## src/rtl/div_pkg.sv

```systemverilog
// Shared types and constants for the multicycle restoring divider.
package div_pkg;

  localparam int DIV_DATA_WIDTH = 32;

  // Every quotient bit takes this value on a divide by zero.
  localparam logic DIV0_QUOT_FILL = 1'b1;

  typedef enum logic [1:0] {
    IDLE = 2'd0,
    RUN  = 2'd1,
    FIX  = 2'd2,
    DONE = 2'd3
  } div_state_t;

endpackage

```

## src/rtl/div_step.sv

```systemverilog
// One restoring-division step: shift in the next dividend bit and trial-subtract.
module div_step
  import div_pkg::*;
#(
  parameter int DATA_WIDTH = DIV_DATA_WIDTH
) (
  input  logic [DATA_WIDTH-1:0] rem_in,
  input  logic                  dvd_bit,
  input  logic [DATA_WIDTH-1:0] dvs_abs,
  output logic [DATA_WIDTH-1:0] rem_out,
  output logic                  q_bit
);

  logic [DATA_WIDTH:0] shifted;
  logic [DATA_WIDTH:0] trial;

  // rem_in < dvs_abs always holds, so the difference fits in DATA_WIDTH+1 signed bits.
  assign shifted = {rem_in, dvd_bit};
  assign trial   = shifted - {1'b0, dvs_abs};
  assign q_bit   = ~trial[DATA_WIDTH];
  assign rem_out = q_bit ? trial[DATA_WIDTH-1:0] : shifted[DATA_WIDTH-1:0];

endmodule

```

## src/rtl/div_unit.sv

```systemverilog
// Multicycle DIV/DIVU unit: one quotient bit per clock, sign fix-up, results held until next launch.
module div_unit
  import div_pkg::*;
#(
  parameter int DATA_WIDTH = DIV_DATA_WIDTH,
  parameter int CNT_WIDTH  = $clog2(DATA_WIDTH)
) (
  input  logic                  clk,
  input  logic                  rst_n,
  input  logic                  start,
  input  logic                  is_signed,
  input  logic [DATA_WIDTH-1:0] dividend,
  input  logic [DATA_WIDTH-1:0] divisor,
  output logic [DATA_WIDTH-1:0] quotient,
  output logic [DATA_WIDTH-1:0] remainder,
  output logic                  busy,
  output logic                  done,
  output logic                  div_by_zero
);

  localparam logic [CNT_WIDTH-1:0] LAST_CNT = CNT_WIDTH'(DATA_WIDTH - 1);

  div_state_t state, state_nxt;
  logic [CNT_WIDTH-1:0] count;

  logic                         op_signed;
  logic signed [DATA_WIDTH-1:0] dvd_orig;
  logic signed [DATA_WIDTH-1:0] dvs_orig;
  logic [DATA_WIDTH-1:0]        dvs_abs;
  logic [DATA_WIDTH-1:0]        work;
  logic [DATA_WIDTH-1:0]        rem;
  logic [DATA_WIDTH-1:0]        step_rem;
  logic                         step_q;
  logic                         neg_q;
  logic                         neg_r;

  function automatic logic [DATA_WIDTH-1:0] cond_neg(input logic [DATA_WIDTH-1:0] v,
                                                     input logic                  neg);
    return neg ? (~v + DATA_WIDTH'(1)) : v;
  endfunction

  always_comb begin
    state_nxt = state;
    case (state)
      IDLE:    if (start) state_nxt = RUN;
      RUN:     if (count == LAST_CNT) state_nxt = FIX;
      FIX:     state_nxt = DONE;
      DONE:    state_nxt = IDLE;
      default: state_nxt = IDLE;
    endcase
  end

  assign busy  = (state == RUN) || (state == FIX);
  assign done  = (state == DONE);
  assign neg_q = op_signed & (dvd_orig[DATA_WIDTH-1] ^ dvs_orig[DATA_WIDTH-1]);
  assign neg_r = op_signed & dvd_orig[DATA_WIDTH-1];

  div_step #(
    .DATA_WIDTH(DATA_WIDTH)
  ) u_step (
    .rem_in (rem),
    .dvd_bit(work[DATA_WIDTH-1]),
    .dvs_abs(dvs_abs),
    .rem_out(step_rem),
    .q_bit  (step_q)
  );

  // Control and result registers: reset clears these and abandons any operation.
  always_ff @(posedge clk) begin
    if (!rst_n) begin
      state       <= IDLE;
      count       <= '0;
      quotient    <= '0;
      remainder   <= '0;
      div_by_zero <= 1'b0;
    end else begin
      state <= state_nxt;
      case (state)
        IDLE: count <= '0;
        RUN:  count <= count + 1'b1;
        FIX: begin
          if (dvs_orig == '0) begin
            quotient    <= {DATA_WIDTH{DIV0_QUOT_FILL}};
            remainder   <= dvd_orig;
            div_by_zero <= 1'b1;
          end else begin
            quotient    <= cond_neg(work, neg_q);
            remainder   <= cond_neg(rem, neg_r);
            div_by_zero <= 1'b0;
          end
        end
        default: ;
      endcase
    end
  end

  // Operand latch and iteration datapath; work fills with quotient bits as dividend bits leave.
  always_ff @(posedge clk) begin
    case (state)
      IDLE: begin
        if (start) begin
          op_signed <= is_signed;
          dvd_orig  <= dividend;
          dvs_orig  <= divisor;
          work      <= cond_neg(dividend, is_signed & dividend[DATA_WIDTH-1]);
          dvs_abs   <= cond_neg(divisor, is_signed & divisor[DATA_WIDTH-1]);
          rem       <= '0;
        end
      end
      RUN: begin
        rem  <= step_rem;
        work <= {work[DATA_WIDTH-2:0], step_q};
      end
      default: ;
    endcase
  end

endmodule

```

## config.mk

```make
export PLATFORM = sky130hd
export DESIGN_NAME = div_unit
export DESIGN_NICKNAME = d
export VERILOG_FILES = /design/src/rtl/div_pkg.sv /design/src/rtl/div_step.sv /design/src/rtl/div_unit.sv
export SDC_FILE = /design/constraint.sdc
export NUM_CORES = 1
export LEC_CHECK = 0
export CAP_MARGIN = 40
export CELL_PAD_IN_SITES_DETAIL_PLACEMENT = 1
export CELL_PAD_IN_SITES_GLOBAL_PLACEMENT = 2
export CORE_MARGIN = 10
export CORE_UTILIZATION = 40
export DETAILED_ROUTE_END_ITERATION = 16
export PLACE_DENSITY_LB_ADDON = 0.1
export SETUP_SLACK_MARGIN = 0.15
export SYNTH_ARGS = -nofsm -noshare
export SYNTH_HDL_FRONTEND = slang
export SYNTH_SLANG_ARGS = --single-unit
```

## constraint.sdc

```tcl
create_clock -name clk -period 11.8 [get_ports clk]
set_input_delay 2.36 -clock clk [delete_from_list [all_inputs] [get_ports clk]]
set_output_delay 2.36 -clock clk [all_outputs]
set_load 0.02 [all_outputs]
```

**Metal 1**

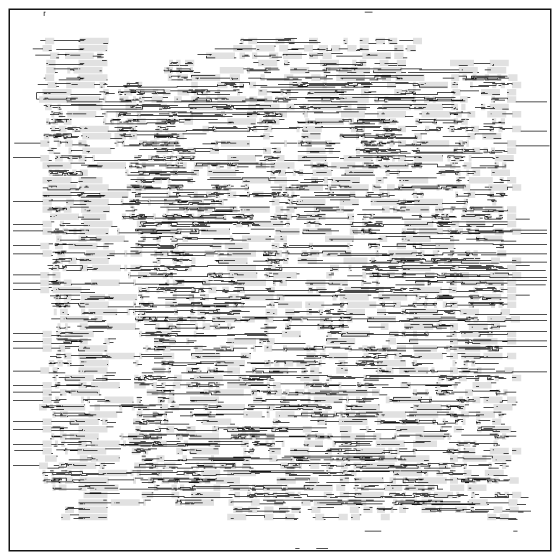
longest straight run: 49.2 µm
main direction: horizontal
share of all routed wire: 47%
wire length on this layer: 17100 µm
nets with wire on the layer: 1467
fraction of met1 tracks used by global routing: 0.233
Via Count: 10038
final wirelength: 36100 µm

**The metal 2 layer**

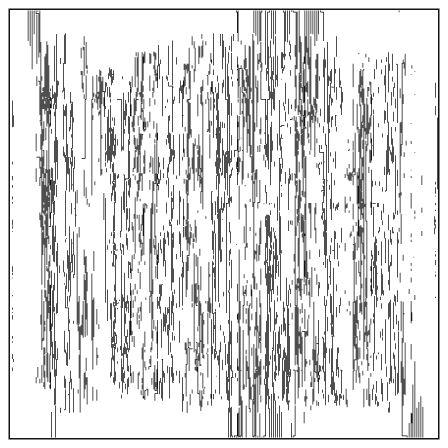
nets with wire on the layer: 1265
share of all routed wire: 48%
met2 Resource Use GR: 0.301

**Signal wires on met4**

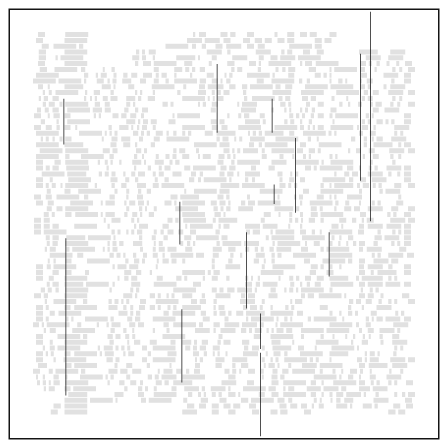
wire length on this layer: 507 µm
main direction: vertical
longest straight run: 97.9 µm
nets with wire on the layer: 5
share of all routed wire: 1.4%

**Routing congestion**

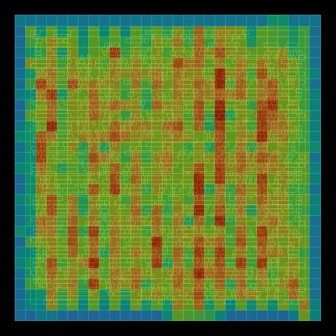
Layout Utilization: 0.483
busiest layer in global routing: met2
per-cell routed wire length: 19.0 µm
GRT met3 Usage: 0.0203

==> summary.txt <==
Here are the numbers from the latest Yosys + OpenROAD run.

The finished cells cover between 15000 and 20000 µm². At the floorplan stage, the core utilization is reported as 0.403. STA classifies the critical path startpoint as an input pin. The final report lists a non-filler cell total of approximately 1900. The area fraction in compound gates after synthesis came out at 0.164.

The tightest slew margin relative to the limit is 0.414. The cell leakage power came out at roughly 0.0055 µW. OpenSTA, run right after detailed placement, puts the worst setup slack at 6.50 ns. The final critical-path share of the clock period came out at 0.403. The highest clock rate this design can be run at is roughly 0.21 GHz. The power report attributes to the sequential group a share of 0.353.

The transition time recorded at the tightest slew-check pin is between 0.8 and 0.9 ns. Per the timing report, the most critical flop-to-flop path finishes at rem[19]. The number of clock sinks came to about 230. The switching power total is ~1800 µW. The number of synthesized flops with an enable pin came out at between 150 and 200. The area of the mapped netlist came out at between 10000 and 15000 µm². The power attributed to the clock group is ~810 µW. The detailed router used layers up to and including met4. The run finished with clean final reports. After the first detailed-routing iteration, the DRC count stood at between 400 and 500. Counting I/O delays and the setup requirement, the final critical path takes ~4.7 ns. The number of cell rows is 66. The tally of max-capacitance violations came out at 0. Entering global routing, the biggest net connects between 70 and 80 pins.

The synthesis-to-layout area growth is 20.0%. The critical path's slowest stage uses the library cell clkdlybuf4s50_1. Summed over all routing layers, the global router reports a total usage of 0.175.

The clock input transition at the sequential cells of the worst setup and hold paths came out at around 0.060 ns. The detailed route wirelength on metal2 is between 15000 and 20000 µm. Of the post-synthesis cell area, the dominant cell type holds 0.368.

The sequential fraction of the synthesis area came out at 0.479. Per the cell usage report, the commonest logic cell in the layout is edfxtp_1.
==> layout make-up <==
cell class | count | share of cell area
multi-input cells | 972 | 0.405
inverters | 56 | 0.0134
well taps | 442 | 0.0354
flip-flops and latches | 232 | 0.399
clock inverters | 12 | 0.00728
repair buffers | 144 | 0.0923
clock buffers | 38 | 0.0471
==> registers in the layout (all words and copies together), names as in the netlist <==
signal / flops
op_signed: 1
div_by_zero: 1
quotient: 32
state: 2
dvs_abs: 31
dvd_orig: 32
rem: 32
work: 32
remainder: 32
count: 5
dvs_orig: 32
==> worst max-delay path, delay by kind of cell <==
kind	cells	cell delay, ns
xor+xnor	1	0.17
compound gates	2	0.36
simple gates	5	1.65
buf+inv	1	0.46
==> cells in the mapped netlist, types with 4 or more instances <==
master	count
nor2_1	76
nand4_1	7
nor4_1	19
xnor2_1	76
xor2_1	66
ha_1	42
nor3_1	24
or4_4	5
nand2b_1	8
nand2_1	107
o41ai_1	14
buf_1	7
or4_1	6
o31ai_1	42
a21o_1	9
inv_1	54
clkbuf_1	48
o21bai_1	5
nor3b_1	4
buf_2	4
dfxtp_1	72
or3_1	12
nand3_1	32
nor2b_1	32
mux2i_1	39
or2_2	5
a21oi_1	99
and3_1	9
nand3b_1	17
o21ai_0	149
edfxtp_1	160
and2_1	11
a31oi_1	11
==> worst max path at each step <==
stage | slack, ns | to | start
after floorplan | 4.89 | rem[0] | start
after global placement | 6.55 | work[29] | dividend[6]
after detailed placement | 6.50 | work[29] | dividend[6]
after CTS | 7.08 | work[29] | dividend[6]
after global routing | 6.76 | work[29] | dividend[6]
final | 7.05 | work[29] | dividend[6]
Power figures rest on the tool's default switching activity, not on a simulated workload.
